===== src/rtl/mult_pkg.sv =====
// Shared types and constants for the sequential signed shift-add multiplier.
package mult_pkg;

  localparam int MULT_N  = 8;
  localparam int MULT_RW = 14;

  typedef enum logic [1:0] {
    IDLE,
    CALC,
    FIN
  } state_e;

  // Two's complement to unsigned magnitude; the most negative value maps to 2^(N-1).
  function automatic logic [MULT_N-1:0] mag(input logic signed [MULT_N-1:0] v);
    logic signed [MULT_N-1:0] neg;
    neg = -v;
    return v[MULT_N-1] ? $unsigned(neg) : $unsigned(v);
  endfunction

endpackage


===== src/rtl/mult_shift_add_dp.sv =====
// Shift-add multiplier datapath: accumulator, multiplier shift register and adder.
module mult_shift_add_dp
  import mult_pkg::*;
#(
  parameter int N = MULT_N
) (
  input  logic           clk,
  input  logic           load_i,
  input  logic           step_i,
  input  logic [N-1:0]   mplr_i,
  input  logic [N-1:0]   mcand_i,
  output logic [2*N-1:0] product_o
);

  logic [2*N-1:0] acc_q;
  logic [2*N-1:0] acc_d;
  logic [N-1:0]   mplr_q;
  logic [N-1:0]   mcand_q;
  logic [N:0]     sum;

  // The carry out of the upper-half add becomes the new MSB after the shift.
  always_comb begin
    sum   = {1'b0, acc_q[2*N-1:N]} + (mplr_q[0] ? {1'b0, mcand_q} : '0);
    acc_d = {sum, acc_q[N-1:1]};
  end

  always_ff @(posedge clk) begin
    if (load_i) begin
      acc_q   <= '0;
      mplr_q  <= mplr_i;
      mcand_q <= mcand_i;
    end else if (step_i) begin
      acc_q   <= acc_d;
      mplr_q  <= mplr_q >> 1;
    end
  end

  assign product_o = acc_q;

endmodule


===== src/rtl/mult_seq_ctrl.sv =====
// Sequencing controller for the 8x8 signed shift-add multiplier: FSM, step counter,
// sign/zero/saturation post-processing and registered result outputs.
module mult_seq_ctrl
  import mult_pkg::*;
#(
  parameter int N  = MULT_N,
  parameter int RW = MULT_RW
) (
  input  logic          clk,
  input  logic          reset_n,
  input  logic          start,
  input  logic [N-1:0]  multiplier,
  input  logic [N-1:0]  multiplicand,
  output logic          busy,
  output logic          done,
  output logic [RW-1:0] result,
  output logic          sign,
  output logic          zflag,
  output logic          ovf
);

  localparam int CW = $clog2(N);
  localparam logic [2*N-1:0] SAT_MAX = (2*N)'((64'd1 << RW) - 64'd1);

  state_e         state_q;
  logic [CW-1:0]  cnt_q;
  logic           sign_tmp_q;
  logic           busy_q;
  logic           done_q;
  logic [RW-1:0]  result_q;
  logic           sign_q;
  logic           zflag_q;
  logic           ovf_q;

  logic [N-1:0]   mplr_mag;
  logic [N-1:0]   mcand_mag;
  logic           zero_op;
  logic           load;
  logic           step;
  logic [2*N-1:0] product;
  logic [RW-1:0]  result_d;
  logic           ovf_d;
  logic           zflag_d;
  logic           sign_d;

  always_comb begin
    mplr_mag  = mag(multiplier);
    mcand_mag = mag(multiplicand);
    zero_op   = (mplr_mag == '0) || (mcand_mag == '0);
    load      = (state_q == IDLE) && start;
    step      = (state_q == CALC);
  end

  mult_shift_add_dp #(
    .N (N)
  ) u_dp (
    .clk       (clk),
    .load_i    (load),
    .step_i    (step),
    .mplr_i    (mplr_mag),
    .mcand_i   (mcand_mag),
    .product_o (product)
  );

  // Saturate against the full 2N-bit product; zero products never report negative.
  always_comb begin
    ovf_d    = (product > SAT_MAX);
    result_d = ovf_d ? {RW{1'b1}} : product[RW-1:0];
    zflag_d  = (product == '0);
    sign_d   = sign_tmp_q & ~zflag_d;
  end

  always_ff @(posedge clk or negedge reset_n) begin
    if (!reset_n) begin
      state_q    <= IDLE;
      cnt_q      <= '0;
      sign_tmp_q <= 1'b0;
      busy_q     <= 1'b0;
      done_q     <= 1'b0;
      result_q   <= '0;
      sign_q     <= 1'b0;
      zflag_q    <= 1'b0;
      ovf_q      <= 1'b0;
    end else begin
      done_q <= 1'b0;
      case (state_q)
        IDLE: begin
          if (start) begin
            sign_tmp_q <= multiplier[N-1] ^ multiplicand[N-1];
            cnt_q      <= '0;
            busy_q     <= 1'b1;
            state_q    <= zero_op ? FIN : CALC;
          end
        end
        CALC: begin
          cnt_q <= cnt_q + 1'b1;
          if (cnt_q == CW'(N - 1)) state_q <= FIN;
        end
        FIN: begin
          result_q <= result_d;
          ovf_q    <= ovf_d;
          zflag_q  <= zflag_d;
          sign_q   <= sign_d;
          done_q   <= 1'b1;
          busy_q   <= 1'b0;
          state_q  <= IDLE;
        end
        default: state_q <= IDLE;
      endcase
    end
  end

  assign busy   = busy_q;
  assign done   = done_q;
  assign result = result_q;
  assign sign   = sign_q;
  assign zflag  = zflag_q;
  assign ovf    = ovf_q;

endmodule


===== config.mk =====
export PLATFORM = sky130hd
export DESIGN_NAME = mult_seq_ctrl
export DESIGN_NICKNAME = d
export VERILOG_FILES = /design/src/rtl/mult_pkg.sv /design/src/rtl/mult_shift_add_dp.sv /design/src/rtl/mult_seq_ctrl.sv
export SDC_FILE = /design/constraint.sdc
export NUM_CORES = 1
export LEC_CHECK = 0
export CORE_MARGIN = 1.5
export CORE_UTILIZATION = 45
export DETAILED_ROUTE_END_ITERATION = 16
export HOLD_SLACK_MARGIN = 0.1
export MAX_ROUTING_LAYER = met4
export PLACE_DENSITY_LB_ADDON = 0.1
export SKIP_LAST_GASP = 1
export SLEW_MARGIN = 20
export SYNTH_ARGS = -nofsm -noshare
export SYNTH_HDL_FRONTEND = slang
export SYNTH_HIERARCHICAL = 1
export SYNTH_SLANG_ARGS = --single-unit

===== constraint.sdc =====
create_clock -name clk -period 6.25 [get_ports clk]
set_clock_uncertainty 0.1 [all_clocks]
set_input_delay 1.25 -clock clk [delete_from_list [all_inputs] [get_ports clk]]
set_output_delay 1.25 -clock clk [all_outputs]
set_load 0.1 [all_outputs]

==> job_summary.md, run 1 <==
### Flow metrics

| Metric | Value |
|---|---|
| Status | `complete, no violations` |
| Top-level I/O count | `38` |
| R2r worst-path depth | `5` |
| Design area | `around 3600 um2` |
| Largest net degree at the start of global routing | `26` |
| Ao+oa area frac | `17.0%` |
| Chip area | `7130 um2` |
| Crit path to | `u_dp/product_o[14]` |
| Worst-Skew Late Latency | `around 0.34 ns` |
| Seq share, synth | `~48%` |
| Ys async rst share | `43.9%` |
| Largest area class, layout | `combinational gates` |
| Met2 usage | `24.0%` |
| Fillers | `between 500 and 600` |
| Clock network power share | `15.6%` |
| Comb power frac | `52.6%` |
| Share of layout cells above drive strength 1 | `13.6%` |
| Final HPWL DP | `~3800 um` |
| Tapcell count | `77` |
| Worst hold path depth | `2` |
| Peak VDD IR | `460 uV` |
| Number of flip-flops in the largest register | `16` |
| RePlAce Congestion | `0.832` |
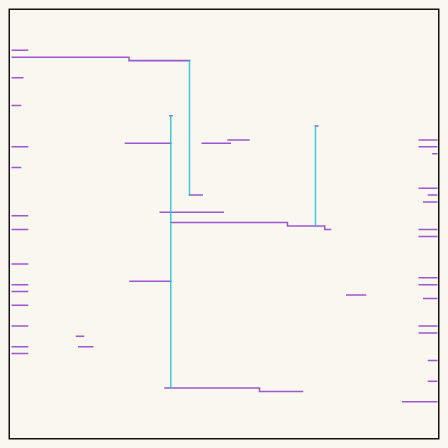
*Wiring by layer, run 1*
Only two layers are drawn.
purple -> metal 3  # wire length 233 um
cyan -> metal 4  # wire length 100 um

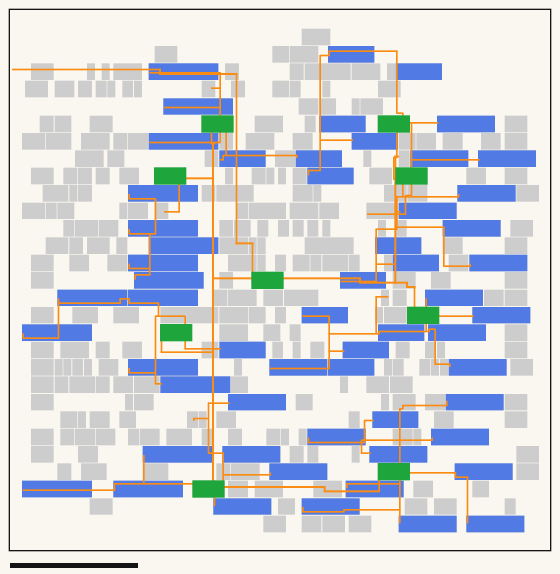
*Clock network drawn from the DEF, run 1*
Bar = 20 um.
green -> clock drivers  # count 9
orange -> clock wires  # length 797 um
blue -> flip-flops  # count 57
routed clock nets = 10

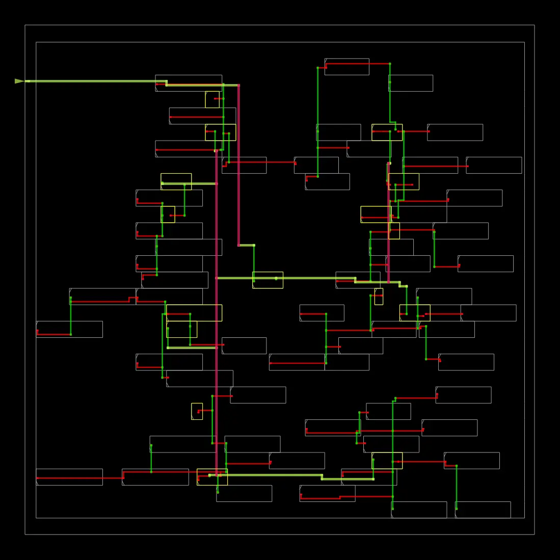
*Clock wiring as the flow saved it, run 1*
flop count: 57
clock buffers: 12
CTS Buf Count: 9

--- run 2 (diff from run 1) ---
==> constraint.sdc (replaced) <==
create_clock -name clk -period 2.8 [get_ports clk]
set_clock_uncertainty 0.1 [all_clocks]
set_input_delay 0.56 -clock clk [delete_from_list [all_inputs] [get_ports clk]]
set_output_delay 0.56 -clock clk [all_outputs]
set_load 0.1 [all_outputs]
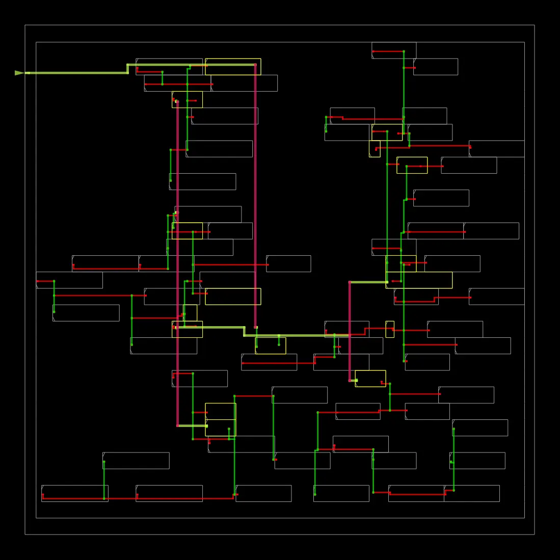
*Clock wiring as the flow saved it, run 2*
clock group total power: 0.869 mW
clock sinks: 57
Worst-Skew Late Latency: 0.33 ns

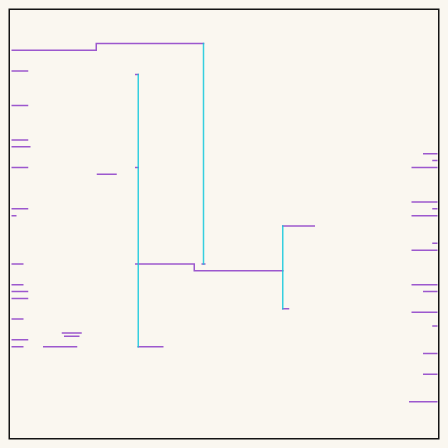
*Wiring by layer, run 2*
Only two layers are drawn.
cyan -> metal 4  # wire length 114 um
purple -> metal 3  # wire length 182 um

==> run 2 against run 1 <==
Compared with the run above:
- cell count is 1.6% higher
- critical path depth is 2 higher
- utilization is 1.0 points higher
- non-clock buffer count is 6 higher
- first-iteration DRC count is 9.1% lower
- cell area is 1.8% higher
- synthesized cell count stayed put
- die size stayed put
- count of clock-buffer cells in the layout is 1 higher
- largest power group unchanged
==> job_summary.md, run 2 <==
### Flow metrics

| Metric | Value |
|---|---|
| Status | `complete, no violations (unchanged)` |
| RePlAce Congestion | `0.852 (was 0.832)` |
| Highest-power group | `combinational logic (unchanged)` |
| Clock tree root driver cell | `clkbuf_8 (unchanged)` |
| Final HPWL DP | `4060 um (was 3770 um)` |
| Ys async rst share | `43.9% (unchanged)` |
| Fillers | `593 (was 594)` |
| Ao+oa area frac | `17.0% (unchanged)` |
| Data buffer area share | `10.6% (was 10.4%)` |
| Top-level I/O count | `38 (unchanged)` |
| Dpl ws | `0.184 ns (was 2.51 ns)` |
| Clock buffers | `13 (was 12)` |
| Crit path to | `state_q[0] (was u_dp/product_o[14])` |
| Final core utilization | `57.0% (was 56.0%)` |
| Post-layout period usage | `around four fifths` |
| Reg-to-Reg End | `u_dp/product_o[13] (was u_dp/product_o[14])` |
| Number of flip-flops in the largest register | `16 (unchanged)` |
| Share of layout cells above drive strength 1 | `21.0% (was 13.6%)` |
| Tapcell count | `77 (unchanged)` |
| Worst hold path depth | `2 (unchanged)` |
| Min-Delay Path Class | `flip-flop to flip-flop (unchanged)` |
| Design area | `3640 um2 (was 3580 um2)` |
| Worst EP arrival | `2.37 ns (was 3.46 ns)` |
| MUX area fraction | `6.87% (unchanged)` |
| Peak VDD IR | `1120 uV (was 460 uV)` |
| Count of cell types in the netlist | `61 (unchanged)` |
| CTS Buf Count | `9 (unchanged)` |
| Top Layout Cells | `dfrtp_1, buf_4, clkdlybuf4s50_1 (was clkdlybuf4s50_1, dfrtp_1, edfxtp_1, dfxtp_1)` |
| Antenna violations before repair | `0 (unchanged)` |
| Nets | `342 (was 336)` |
| TritonCTS clock tree | `done (unchanged)` |
| Largest area class, layout | `combinational gates (unchanged)` |
| Largest net degree at the start of global routing | `26 (unchanged)` |
| GR met3 Demand/Resource | `3.24% (was 4.72%)` |
| Seq. pwr | `1.50 mW (was 0.665 mW)` |
| Comb power frac | `50.9% (was 52.6%)` |
| Worst Hold End | `sign (unchanged)` |
| Seq share, synth | `47.8% (unchanged)` |
| Syn avg cell area | `11.2 um2 (unchanged)` |
| Worst-margin pin slew | `0.659 ns (was 0.967 ns)` |
| Met2 usage | `28.2% (was 24.0%)` |
| Worst path depth | `8 (was 6)` |
| Chip area | `7130 um2 (unchanged)` |
| Clock network power share | `18.0% (was 15.6%)` |
| R2r worst-path depth | `7 (was 5)` |
| FF+latch area | `1430 um2 (unchanged)` |
| Flop count | `57 (unchanged)` |
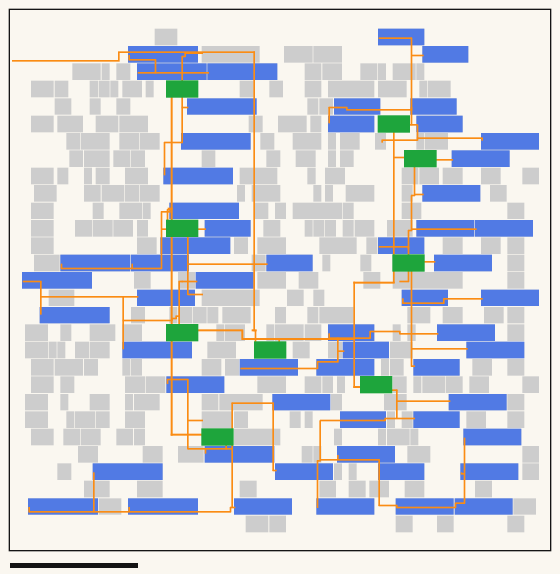
*Clock network drawn from the DEF, run 2*
Bar = 20 um.
green -> clock drivers  # count 9
blue -> flip-flops  # count 57
orange -> clock wires  # length 763 um
flops lie = spread over the die
routed clock nets = 10

--- run 3 (diff from run 2) ---
==> constraint.sdc (replaced) <==
create_clock -name clk -period 1.8 [get_ports clk]
set_clock_uncertainty 0.1 [all_clocks]
set_input_delay 0.36 -clock clk [delete_from_list [all_inputs] [get_ports clk]]
set_output_delay 0.36 -clock clk [all_outputs]
set_load 0.1 [all_outputs]
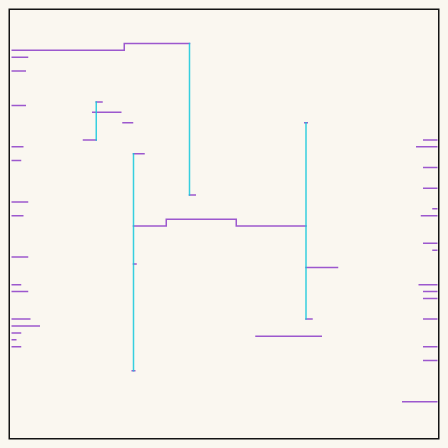
*Wiring by layer, run 3*
Only two layers are drawn.
purple -> metal 3  # wire length 187 um
cyan -> metal 4  # wire length 119 um

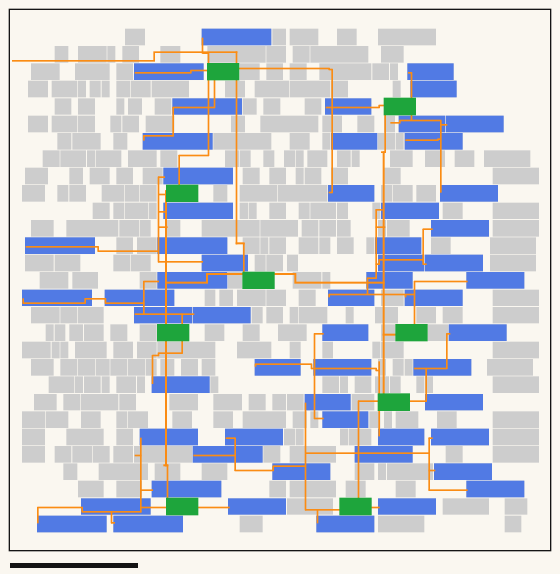
*Clock network drawn from the DEF, run 3*
Bar = 20 um.
blue -> flip-flops  # count 57
orange -> clock wires  # length 775 um
green -> clock drivers  # count 9
routed clock nets = 10

==> run 3 against run 2 <==
Compared with the run above:
- the run now ends with negative setup slack left
- first-iteration DRC count up 33%
- utilization increased by 11 points
- register-to-register slack worse by 0.81 ns
- flip-flop count did not move
- synthesized area unchanged
- synthesized cell count stayed put
- largest power group unchanged
- highest routed layer unchanged
==> job_summary.md, run 3 <==
### Flow metrics

| Metric | Value |
|---|---|
| Status | `finished with violations (was complete, no violations)` |
| Failing checks | `negative setup slack` |
| Largest net degree at the start of global routing | `26 (unchanged)` |
| Met2 usage | `30.0% (was 28.2%)` |
| Clock network power share | `14.7% (was 18.0%)` |
| Largest area class, layout | `combinational gates (unchanged)` |
| Nets | `384 (was 342)` |
| Chip area | `7130 um2 (unchanged)` |
| R2r worst-path depth | `7 (unchanged)` |
| Placed Area | `3960 um2 (was 3410 um2)` |
| Count of cell types in the netlist | `61 (unchanged)` |
| Dpl ws | `-0.515 ns (was 0.184 ns)` |
| Flop count | `57 (unchanged)` |
| Worst-margin pin slew | `0.478 ns (was 0.659 ns)` |
| Post-layout period usage | `110%` |
| Syn avg cell area | `11.2 um2 (unchanged)` |
| Peak VDD IR | `1710 uV (was 1120 uV)` |
| Final Max Tran Viols | `0 (unchanged)` |
| Number of flip-flops in the largest register | `16 (unchanged)` |
| Min-Delay Path Class | `input port to asynchronous set/reset pin (was flip-flop to flip-flop)` |
| Clock tree root driver cell | `clkbuf_8 (unchanged)` |
| Seq share, synth | `47.8% (unchanged)` |
| Tapcell count | `77 (unchanged)` |
| TritonCTS clock tree | `done (unchanged)` |
| Share of layout cells above drive strength 1 | `36.1% (was 21.0%)` |
| Final core utilization | `68.3% (was 57.0%)` |
| Die X | `84.5 um (unchanged)` |
| Comb power frac | `56.7% (was 50.9%)` |
| Worst EP arrival | `2.12 ns (was 2.37 ns)` |
| FF+latch area | `1430 um2 (unchanged)` |
| Reg-to-Reg End | `u_dp/product_o[13] (unchanged)` |
| Antenna violations before repair | `0 (unchanged)` |
| Crit path to | `u_dp/product_o[13] (was state_q[0])` |
| Final WS setup | `-0.175 ns (was 0.539 ns)` |
| CTS Buf Count | `9 (unchanged)` |
| Final HPWL DP | `4430 um (was 4060 um)` |
| Final wirelength | `6010 um (was 5590 um)` |
| Crit. End Element | `flip-flop (unchanged)` |
| Total congestion overflow | `0 (unchanged)` |
| MUX area fraction | `6.87% (unchanged)` |
| Ao+oa area frac | `17.0% (unchanged)` |
| Cell Rows | `29 (unchanged)` |
| GR met3 Demand/Resource | `3.54% (was 3.24%)` |
| RePlAce Congestion | `0.834 (was 0.852)` |
| Final setup fails | `5 (was 0)` |
| Top-level I/O count | `38 (unchanged)` |
| Seq. pwr | `2.44 mW (was 1.50 mW)` |
| Clock sinks | `57 (unchanged)` |
| Worst path depth | `7 (was 8)` |
| Fillers | `479 (was 593)` |
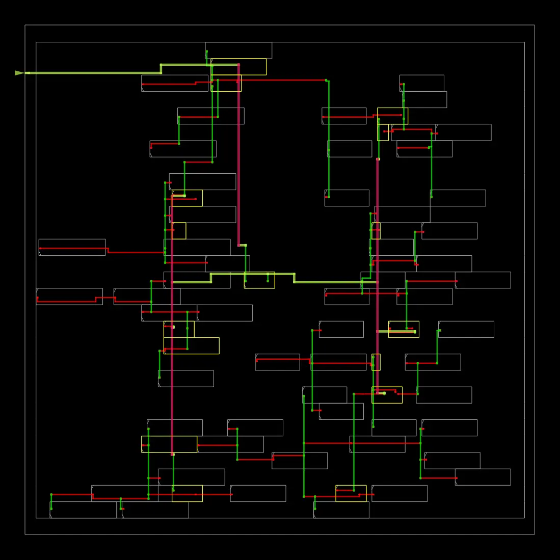
*Clock wiring as the flow saved it, run 3*
clock group total power: 1.26 mW
clock buffers: 13
Worst-Skew Late Latency: 0.34 ns

No activity file was given, so power comes from the tool's default toggle rates.
